===== src/rtl/pe_pkg.sv =====
// Shared types and arithmetic helpers for the row-stationary processing element.
package pe_pkg;

    localparam int unsigned ACT_W_DEF  = 16;
    localparam int unsigned WGT_W_DEF  = 16;
    localparam int unsigned PSUM_W_DEF = 32;
    localparam int unsigned S_MAX_DEF  = 4;

    // Widest operand/accumulator the MAC helper handles; callers truncate to PSUM_W.
    localparam int unsigned MAC_OP_W  = 32;
    localparam int unsigned MAC_ACC_W = 64;

    typedef enum logic [2:0] {
        ST_IDLE,
        ST_LOAD_W,
        ST_FILL,
        ST_WAIT_PSUM,
        ST_MAC,
        ST_OUT,
        ST_BYPASS
    } pe_state_t;

    // Signed multiply-accumulate; the low PSUM_W bits of the result wrap correctly.
    function automatic logic signed [MAC_ACC_W-1:0] mac(
        input logic signed [MAC_ACC_W-1:0] acc,
        input logic signed [MAC_OP_W-1:0]  a,
        input logic signed [MAC_OP_W-1:0]  w
    );
        return acc + (MAC_ACC_W'(a) * MAC_ACC_W'(w));
    endfunction

endpackage


===== src/rtl/pe_spad.sv =====
// Small register-file scratchpad: synchronous write, asynchronous read.
module pe_spad #(
    parameter  int unsigned DEPTH = 4,
    parameter  int unsigned W     = 16,
    localparam int unsigned AW    = (DEPTH > 1) ? $clog2(DEPTH) : 1
) (
    input  logic          clk,
    input  logic          rst,
    input  logic          i_we,
    input  logic [AW-1:0] i_waddr,
    input  logic [W-1:0]  i_wdata,
    input  logic [AW-1:0] i_raddr,
    output logic [W-1:0]  o_rdata
);

    logic [W-1:0] r_mem [DEPTH];

    always_ff @(posedge clk or posedge rst) begin
        if (rst) begin
            r_mem <= '{default: '0};
        end else if (i_we) begin
            r_mem[i_waddr] <= i_wdata;
        end
    end

    assign o_rdata = r_mem[i_raddr];

endmodule


===== src/rtl/pe_rs.sv =====
// Row-stationary PE: holds one filter row, slides a window over an activation row,
// and adds each 1-D dot product to an upstream partial sum. Bypass forwards psums.
module pe_rs
    import pe_pkg::*;
#(
    parameter  int unsigned ACT_W  = ACT_W_DEF,
    parameter  int unsigned WGT_W  = WGT_W_DEF,
    parameter  int unsigned PSUM_W = PSUM_W_DEF,
    parameter  int unsigned S_MAX  = S_MAX_DEF,
    localparam int unsigned LEN_W  = $clog2(S_MAX + 1),
    localparam int unsigned IDX_W  = (S_MAX > 1) ? $clog2(S_MAX) : 1
) (
    input  logic              clk,
    input  logic              rst,
    input  logic              i_cfg_start,
    input  logic [LEN_W-1:0]  i_cfg_len,
    input  logic              i_cfg_bypass,
    input  logic              i_w_valid,
    output logic              o_w_ready,
    input  logic [WGT_W-1:0]  i_w_data,
    input  logic              i_act_valid,
    output logic              o_act_ready,
    input  logic [ACT_W-1:0]  i_act_data,
    input  logic              i_act_last,
    input  logic              i_psum_in_valid,
    output logic              o_psum_in_ready,
    input  logic [PSUM_W-1:0] i_psum_in,
    output logic              o_psum_out_valid,
    input  logic              i_psum_out_ready,
    output logic [PSUM_W-1:0] o_psum_out,
    output logic              o_busy,
    output logic              o_done
);

    pe_state_t                r_state;
    logic [LEN_W-1:0]         r_len;
    logic [LEN_W-1:0]         r_cnt;
    logic [IDX_W-1:0]         r_idx;
    logic [IDX_W-1:0]         r_k;
    logic                     r_last;
    logic                     r_w_ready;
    logic                     r_act_ready;
    logic                     r_psin_ready;
    logic                     r_pout_valid;
    logic [PSUM_W-1:0]        r_pout;
    logic                     r_done;
    logic signed [PSUM_W-1:0] r_acc;
    logic signed [ACT_W-1:0]  r_win [S_MAX];

    logic [LEN_W-1:0]         w_cfg_len;
    logic [LEN_W-1:0]         w_len_m1;
    logic [LEN_W-1:0]         w_cnt_inc;
    logic [IDX_W-1:0]         w_last_idx;
    logic                     w_bypass;
    logic                     w_act_hs;
    logic                     w_w_hs;
    logic [WGT_W-1:0]         w_wgt_raw;
    logic signed [WGT_W-1:0]  w_wgt_k;
    logic signed [PSUM_W-1:0] w_acc_next;
    logic signed [ACT_W-1:0]  w_win_shift [S_MAX];

    // Out-of-range filter lengths fall back to the full scratchpad depth.
    assign w_cfg_len  = (i_cfg_len == '0 || i_cfg_len > LEN_W'(S_MAX)) ? LEN_W'(S_MAX) : i_cfg_len;
    assign w_len_m1   = r_len - LEN_W'(1);
    assign w_cnt_inc  = r_cnt + LEN_W'(1);
    assign w_last_idx = IDX_W'(w_len_m1);
    assign w_bypass   = (r_state == ST_BYPASS);
    assign w_act_hs   = r_act_ready & i_act_valid;
    assign w_w_hs     = r_w_ready & i_w_valid;

    pe_spad #(
        .DEPTH (S_MAX),
        .W     (WGT_W)
    ) u_wspad (
        .clk     (clk),
        .rst     (rst),
        .i_we    (w_w_hs),
        .i_waddr (r_idx),
        .i_wdata (i_w_data),
        .i_raddr (r_k),
        .o_rdata (w_wgt_raw)
    );

    assign w_wgt_k    = $signed(w_wgt_raw);
    assign w_acc_next = PSUM_W'(mac(MAC_ACC_W'(r_acc), MAC_OP_W'(r_win[r_k]), MAC_OP_W'(w_wgt_k)));

    // Window shift: entries below S-1 move down one, newest lands at S-1.
    for (genvar g = 0; g < S_MAX; g++) begin : g_win
        if (g < S_MAX - 1) begin : g_mid
            assign w_win_shift[g] = (LEN_W'(g) == w_len_m1) ? $signed(i_act_data) :
                                    (LEN_W'(g) <  w_len_m1) ? r_win[g + 1] : r_win[g];
        end else begin : g_top
            assign w_win_shift[g] = (LEN_W'(g) == w_len_m1) ? $signed(i_act_data) : r_win[g];
        end
    end

    always_ff @(posedge clk or posedge rst) begin
        if (rst) begin
            r_state      <= ST_IDLE;
            r_len        <= '0;
            r_cnt        <= '0;
            r_idx        <= '0;
            r_k          <= '0;
            r_last       <= 1'b0;
            r_w_ready    <= 1'b0;
            r_act_ready  <= 1'b0;
            r_psin_ready <= 1'b0;
            r_pout_valid <= 1'b0;
            r_pout       <= '0;
            r_done       <= 1'b0;
            r_acc        <= '0;
            r_win        <= '{default: '0};
        end else begin
            r_done <= 1'b0;
            case (r_state)
                ST_IDLE: begin
                    if (i_cfg_start) begin
                        r_len  <= w_cfg_len;
                        r_cnt  <= '0;
                        r_idx  <= '0;
                        r_last <= 1'b0;
                        if (i_cfg_bypass) begin
                            r_state     <= ST_BYPASS;
                            r_act_ready <= 1'b1;
                        end else begin
                            r_state   <= ST_LOAD_W;
                            r_w_ready <= 1'b1;
                        end
                    end
                end
                ST_LOAD_W: begin
                    if (w_w_hs) begin
                        r_idx <= r_idx + IDX_W'(1);
                        if (r_idx == w_last_idx) begin
                            r_state     <= ST_FILL;
                            r_w_ready   <= 1'b0;
                            r_act_ready <= 1'b1;
                        end
                    end
                end
                ST_FILL: begin
                    if (w_act_hs) begin
                        r_win  <= w_win_shift;
                        r_cnt  <= w_cnt_inc;
                        r_last <= r_last | i_act_last;
                        if (w_cnt_inc == r_len) begin
                            r_state      <= ST_WAIT_PSUM;
                            r_act_ready  <= 1'b0;
                            r_psin_ready <= 1'b1;
                        end else if (r_last | i_act_last) begin
                            // Row too short for even one window.
                            r_state     <= ST_IDLE;
                            r_act_ready <= 1'b0;
                            r_done      <= 1'b1;
                        end
                    end
                end
                ST_WAIT_PSUM: begin
                    if (i_psum_in_valid) begin
                        r_acc        <= $signed(i_psum_in);
                        r_k          <= '0;
                        r_state      <= ST_MAC;
                        r_psin_ready <= 1'b0;
                    end
                end
                ST_MAC: begin
                    r_acc <= w_acc_next;
                    r_k   <= r_k + IDX_W'(1);
                    if (r_k == w_last_idx) begin
                        r_state      <= ST_OUT;
                        r_pout       <= w_acc_next;
                        r_pout_valid <= 1'b1;
                    end
                end
                ST_OUT: begin
                    if (i_psum_out_ready) begin
                        r_pout_valid <= 1'b0;
                        if (r_last) begin
                            r_state <= ST_IDLE;
                            r_done  <= 1'b1;
                        end else begin
                            r_state     <= ST_FILL;
                            r_cnt       <= w_len_m1;
                            r_act_ready <= 1'b1;
                        end
                    end
                end
                ST_BYPASS: begin
                    if (i_act_valid && i_act_last) begin
                        r_state     <= ST_IDLE;
                        r_act_ready <= 1'b0;
                        r_done      <= 1'b1;
                    end
                end
                default: r_state <= ST_IDLE;
            endcase
        end
    end

    // Bypass is a pure combinational pass-through of the psum channel.
    assign o_psum_out       = w_bypass ? i_psum_in        : r_pout;
    assign o_psum_out_valid = w_bypass ? i_psum_in_valid  : r_pout_valid;
    assign o_psum_in_ready  = w_bypass ? i_psum_out_ready : r_psin_ready;
    assign o_w_ready        = r_w_ready;
    assign o_act_ready      = r_act_ready;
    assign o_busy           = (r_state != ST_IDLE);
    assign o_done           = r_done;

endmodule


===== config.mk =====
export PLATFORM = sky130hd
export DESIGN_NAME = pe_rs
export DESIGN_NICKNAME = d
export VERILOG_FILES = /design/src/rtl/pe_pkg.sv /design/src/rtl/pe_spad.sv /design/src/rtl/pe_rs.sv
export SDC_FILE = /design/constraint.sdc
export NUM_CORES = 1
export LEC_CHECK = 0
export CAP_MARGIN = 40
export CELL_PAD_IN_SITES_DETAIL_PLACEMENT = 0
export CELL_PAD_IN_SITES_GLOBAL_PLACEMENT = 1
export CORE_MARGIN = 3
export CORE_UTILIZATION = 45
export CTS_CLUSTER_DIAMETER = 60
export DETAILED_ROUTE_END_ITERATION = 16
export PLACE_DENSITY = 0.75
export REMOVE_ABC_BUFFERS = 1
export SLEW_MARGIN = 20
export SYNTH_ARGS = -nofsm -noshare
export SYNTH_HDL_FRONTEND = slang
export SYNTH_SLANG_ARGS = --single-unit

===== constraint.sdc =====
create_clock -name clk -period 6.6 [get_ports clk]
set_input_delay 0.66 -clock clk [delete_from_list [all_inputs] [get_ports clk]]
set_output_delay 0.66 -clock clk [all_outputs]
set_load 0.1 [all_outputs]

### Floorplan with the power grid, run 1

Scale: 1.5 px per µm. Pins as bars on the die edge.
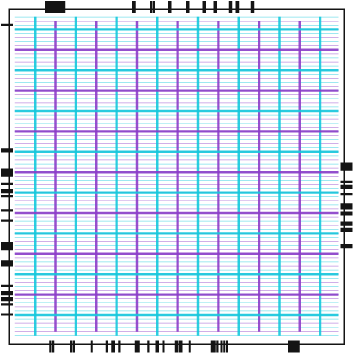
VDD -> purple
VSS -> cyan
met5 straps = 15
met1 rails = 79
signal pins = 114
rows = 78
x dimension of the die: 222.4 µm

### Clock distribution, run 1

Scale: 2 px per µm.
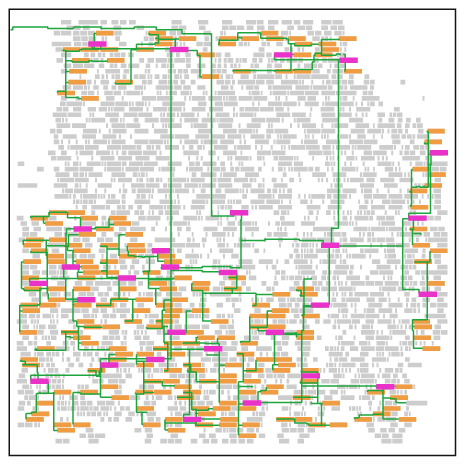
clock-net drivers -> magenta  # count 28
flip-flops -> orange  # count 211
clock wires -> green  # length 3,280 µm
routed clock nets = 29
flops lie = spread over the die
Latency at later pin: 0.58 ns
final setup skew: 0.01852 ns

### Register map, names as in the netlist, run 1

Scale: 2 px per µm. Other sequential cells in the stronger grey, the rest of the logic in the fainter grey.
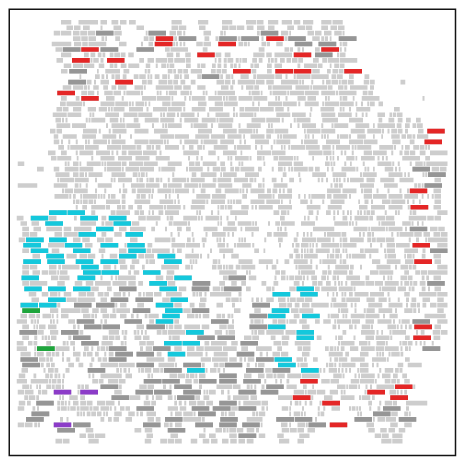
`r_cnt` -> purple  # flops 3
`u_wspad.r_mem` -> cyan  # flops 64
`r_acc` -> red  # flops 32, where spread over the die
`r_idx` -> green  # flops 2
not coloured = 110

### Cell classes on the final placement, run 1

Scale: 2 px per µm. Fill, decap, tap and diode cells in grey.
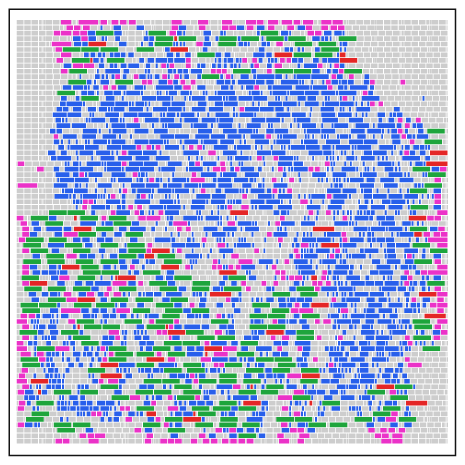
clock drivers and dummy loads -> red  # cells 50, share of their area 3.8%
remaining buffers and delay cells -> magenta  # cells 381, share of their area 15%
sequential cells -> green  # cells 211, share of their area 20%
remaining logic cells -> blue  # cells 1,804, share of their area 61%

==> commit_impl_results.txt, run 1 <==
Log flow metrics for this revision

- Global routing consumed, on the met1 layer, 32.54% of the routing resources.
* Total cells reported by yosys after synthesis: 2,103
- Counting plain and timing-repair buffers in the layout gives 381.
- Per the layout report, the design carries 3,967 filler cells.
- Per the synthesis report, the number of distinct cell types is 62.
- Wire length per cell: 19.40 µm
- Level count of the clock H-tree: 1
- Failing checks: setup timing
* Final-report setup violation count: 14
* Final worst-path setup slack: -0.1851 ns
* Xor-xnor portion of the synthesized cell area: 1.936%
- P&R area growth vs syn: 27.09%
* Vias per cell: 5.268
* Endpoint, Worst Hold: r_pout[11]
- Yosys-reported design area after synthesis: 0.02107 mm²
- The area taken by multi-input combinational cells is reported as 0.01461 mm².
- Worst slack at placement: -0.4116 ns
* Worst Setup Path Type: flop to flop
- Utilization after layout: 58.50%
- The final route contains 16,052 vias.
* Sequential portion of the cell area: 19.73%
* Endpoint of the worst setup timing path: r_pout[25]
* Arrival @ worst endpoint: 7.27 ns
* Top flop regs: r_win x64, u_wspad.r_mem x64
- Non-clock buffer contribution to total cell area: 14.29%
- The synthesis log from Yosys contains 0 warnings.
- Fraction of registers with async set/reset: 100.0%
* Critical-path cell list: buf_12 > mux4_2 > nand2_2 > inv_2 > fa_2 > buf_6 > fa_1 > inv_2 > fa_1 > inv_2 > fa_1 > fa_1 > inv_1 > fa_1 > inv_2 > ha_4 > and4_1 > a221o_1 > o21a_1 > o21a_1 > o21a_1 > o21a_1 > o31ai_1
* Critical Path Source Type: flop
* Most frequent cells in the layout: 334 x inv_1, 287 x fa_1, 266 x nand2_1, 209 x dfrtp_1, 184 x buf_4
- Dominant combinational family: adder cells
* Placement Cell Area: 0.02505 mm²
- Number of placed instances, taps included: 2,976
- For this run, the number of standard cells in the final layout without fillers is 3,047.
* Clock-pin slew on the worst setup and hold paths: 0.06 ns
- Diode insertion count for antenna repair: 1
* GRT Max-Usage Layer: met2
- Measured on the final layout, the clock distribution area share stands at 3.673%.
- Most frequent logic cell in the layout: inv_1
- Looking at the reg2reg group, the worst path starts from r_k[0].
- The largest single stage delay on the critical path is 0.68 ns.
* Total of max-cap violations: 0
- Reg-to-reg setup timing slack: -0.19 ns
* Kind of cell adding the most delay to the critical path: adder cells
- Multi-input gate share of the layout cell area: 54.57%
- Along the critical path, the tally of buffer and inverter instances is 7.
- Checking max transition, the worst relative margin is 54.58%.
- After layout, the minimum clock period comes to 6.785 ns.
- Fin crit share: 102.8%
- DR DRC count: 0
- Most numerous cell types in the synthesized netlist: 348 x inv_1, 292 x fa_1, 271 x nand2_1, 211 x dfrtp_1, 135 x mux2_2
- Synthesized flop and latch total: 211
- Worst min path class: flop to flop
* Top FF cell, synth: dfrtp_1
* Wire length of the first global-routing pass: 96,100 µm
- The flow ran to the end, but the final reports show violations.
* HPWL Detailed: 46,660 µm
* Global Route Usage Sum: 24.61%
- Most frequent CP cell: fa_1
- Worst reg2reg path depth: 23
- Area of the mapped netlist: 0.02107 mm²
- Per the area breakdown, the dominant cell category is multi-input combinational cells.
- Number of flops mapped to enable cells by yosys: 0
- In this run the clock root is driven by a clkbuf_16.
* Total setup buffers inserted after CTS: 17
* Placer congestion estimate: 0.9340
- The floorplan step defined a core boundary enclosing 0.04577 mm².
- Post-Synth Simple-Gate Area: 11.02%
- The startpoint identified for the worst hold timing path is r_pout[11].
* Synth Instances: 2,103
- Worst setup path startpoint: r_k[0]
### Track usage over the die, run 1

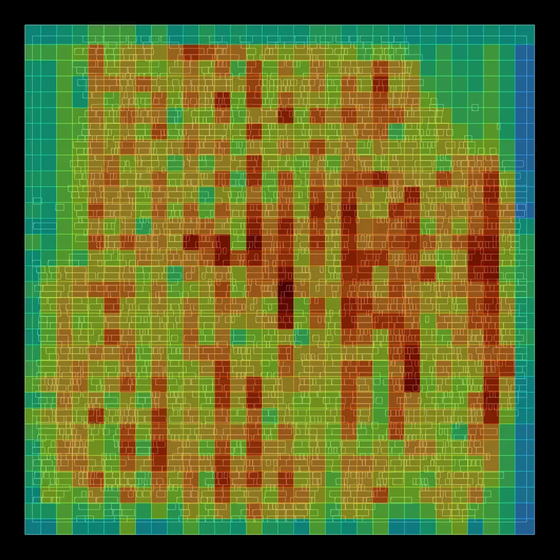

==> run 2: changes to the inputs <==
--- a/config.mk
+++ b/config.mk
@@ -9,10 +9,10 @@
 export CELL_PAD_IN_SITES_DETAIL_PLACEMENT = 0
 export CELL_PAD_IN_SITES_GLOBAL_PLACEMENT = 1
 export CORE_MARGIN = 3
-export CORE_UTILIZATION = 45
+export CORE_UTILIZATION = 30
 export CTS_CLUSTER_DIAMETER = 60
 export DETAILED_ROUTE_END_ITERATION = 16
-export PLACE_DENSITY = 0.75
+export PLACE_DENSITY = 0.53
 export REMOVE_ABC_BUFFERS = 1
 export SLEW_MARGIN = 20
 export SYNTH_ARGS = -nofsm -noshare
### Track usage over the die, run 2

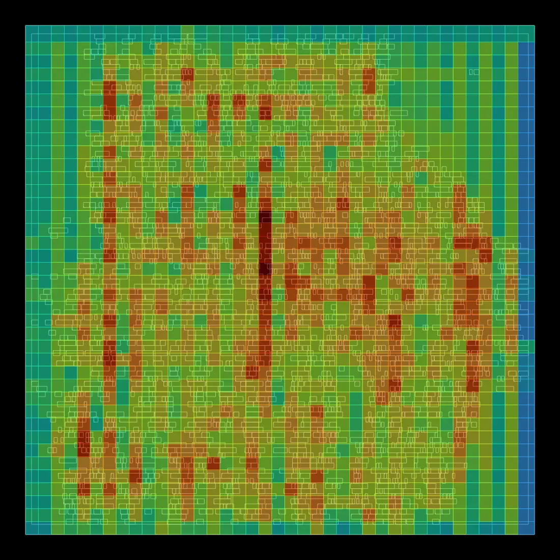
met3 track demand over resource: 1.853%
GRT Max-Usage Layer: met2
Global Route Usage Sum: 17.77%
met1 demand-to-capacity share in global routing: 23.14%
utilization after layout: 40.37%

### Clock distribution, run 2

Scale: 2 px per µm.
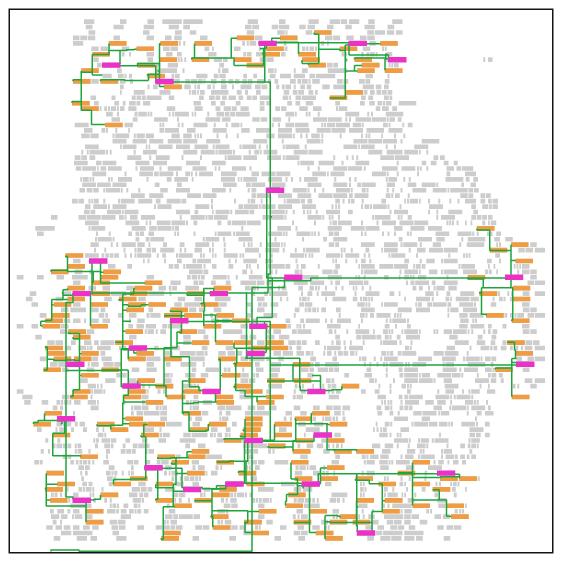
flip-flops -> orange  # count 211
clock wires -> green  # length 3,890 µm
clock-net drivers -> magenta  # count 30
flops lie = spread over the die

==> run 2 against run 1 <==
  * The run still ends with setup timing left
  * Critical path type unchanged
  * Via count shrank 1.8%
  * Global-route usage is 6.8 points lower
  * Critical path depth is 1 higher
  * Largest cell class unchanged
  * Routed wire length is 7.5% higher
  * Synthesized area unchanged
  * Hold slack worse by 0.018 ns
==> commit_impl_results.txt, run 2 <==
Log flow metrics for this revision

* Status: finished, violations left
- Failing checks: setup timing
- The total number of vias was 15,771 (-1.8%).
- In the layout the tool counted multi-input logic cells amounting to 1,455.
- Top FF cell, synth: dfrtp_1
- The die outline width came to 271 µm (+22%).
- The register-to-register setup slack is -0.23 ns (-0.05 ns).
- Number of sequential cells in the layout: 211
* Detailed-routed wire length on met3: 1752 µm
- Critical-path cell list: buf_8 > mux4_2 > and2_4 > buf_6 > fa_1 > inv_2 > fa_2 > inv_2 > fa_1 > inv_2 > fa_1 > fa_2 > fa_1 > inv_2 > ha_4 > a21oi_2 > nand2_1 > a221o_1 > buf_4 > o21a_1 > o21a_1 > o21a_1 > o21a_1 > o31ai_2
- Entering global routing, the biggest net connects 144 pins.
- Synth Instances: 2,103 (unchanged)
- Looking at the setup timing report, the critical path kind is flop to flop.
- Clock-pin slew on the worst setup and hold paths: 0.06 ns (about the same)
* Number of non-clock buffers: 427 (+12%)
* Worst R2R Start: r_k[0]
- The worst setup path is launched from a flop.
- Critical Path Max Stage Delay: 0.64 ns (-0.04 ns)
- Number of flops mapped to enable cells by yosys: 0 (unchanged)
- The number of antenna diodes was 0 (-1).
* Top flop regs: r_win x64, u_wspad.r_mem x64
- The vias per cell was 4.601 (-13%).
* Total of max-cap violations: 0 (unchanged)
- The Yosys chip area was 0.02107 mm² (unchanged).
- The area occupied by multi-input gates is 0.01479 mm² (+1.2%).
- Area of the mapped netlist: 0.02107 mm² (unchanged)
- Fill cell count: 6,770 (+71%)
* Most common cell in the synthesized netlist: inv_1
- Number of placed instances, taps included: 3,335 (+12%)
* Xor-xnor portion of the synthesized cell area: 1.936% (unchanged)
- Worst reg2reg path depth: 24 (+4.3%)
- Worst slack at placement: -0.4850 ns (-0.07335 ns)
- Most frequent logic cell in the layout: inv_1
- The setup skew after layout was 0.04679 ns (+0.02827 ns).
- By count the netlist is led by 348 x inv_1, 292 x fa_1, 271 x nand2_1, 211 x dfrtp_1, 135 x mux2_2.
- The total half-perimeter wirelength after legalization and detailed placement came to 50,470 µm (+8.1%).
- The number of cell instances after yosys synthesis was 2,103 (unchanged).
* Number of distinct library cell variants in the gate-level netlist after synthesis: 62 (unchanged)
* Count of routing violations after the opening detailed-route iteration: 586
* Worst max-slew margin expressed relative to the limit: 42.62% (-12 points)
- Placer congestion estimate: 0.8455 (-9.5%)
- The buffer count from post-CTS setup fixing came to 21 (+4).
* Kind of cell adding the most delay to the critical path: adder cells
- Largest class: multi-input combinational cells
* Non-clock buffer contribution to total cell area: 15.38% (+1.1 points)
- P&R area growth vs syn: 32.35%
* Leading cell types by total area after synthesis: fa_1 28%, dfrtp_1 25%, mux2_2 7.2%
- After synthesis, the largest family of logic cells by area is adder cells.
- In this run the worst setup path begins at r_k[0].
- Root buffer selected by CTS: clkbuf_16
- Per the detailed-route log, wirelength across all metal layers totals 63,530 µm.
- Fraction of registers with async set/reset: 100.0% (unchanged)
* Placement Cell Area: 0.02576 mm² (+2.8%)
- The time the worst path needs with I/O delays and setup came to 6.834 ns (+0.04930 ns).
- Level count of the clock H-tree: 1 (unchanged)
* Latency at later pin: 0.63 ns (+0.05 ns)
* Number of buffers and inverters on the critical path: 7 (unchanged)
- Clock buffer and inverter area fraction after layout: 3.742% (+0.069 points)
- Fin crit share: 103.6% (+0.75 points)
- Arrival @ worst endpoint: 7.34 ns (+0.07 ns)
* Wire length of the first global-routing pass: 102,100 µm (+6.2%)
- The final number of setup-violating endpoints was 16 (+2).
- Multi-input gate share of the layout cell area: 53.03% (-1.5 points)
* Final worst-path setup slack: -0.2344 ns (-0.04930 ns)
* Worst min path class: input port to asynchronous set/reset pin
- The number of warning messages in the yosys log was 0 (unchanged).
- Most frequent cells in the layout: 327 x inv_1, 282 x fa_1, 259 x nand2_1, 223 x buf_4, 209 x dfrtp_1
- The area fraction in and, or, nand and nor cells after synthesis is 11.02% (unchanged).
- Synthesized flop and latch total: 211 (unchanged)
- Final sum of negative setup slack: -2.307 ns
- Wire length per cell: 18.53 µm (-4.5%)
- Endpoint of the worst setup timing path: r_pout[25]
- The register fraction of the total cell area came to 18.95% (-0.78 points).
- Core outline area: 0.06907 mm² (+51%)
- Worst Max-Slew Pin Slew: 0.8607 ns
- DR DRC count: 0 (unchanged)
- Finished Layout Cells: 3,428 (+13%)
### Cell classes on the final placement, run 2

Scale: 1.5 px per µm. Fill, decap, tap and diode cells in grey.
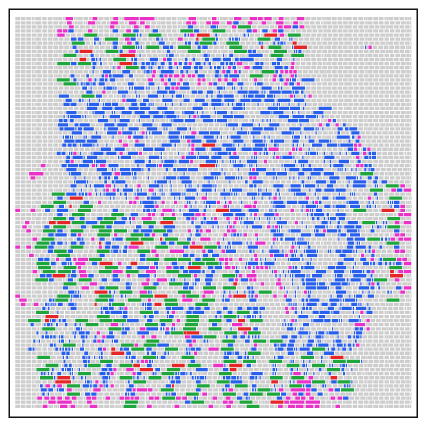
remaining buffers and delay cells -> magenta  # cells 427, share of their area 16%
clock drivers and dummy loads -> red  # cells 55, share of their area 3.9%
remaining logic cells -> blue  # cells 1,804, share of their area 60%
sequential cells -> green  # cells 211, share of their area 20%

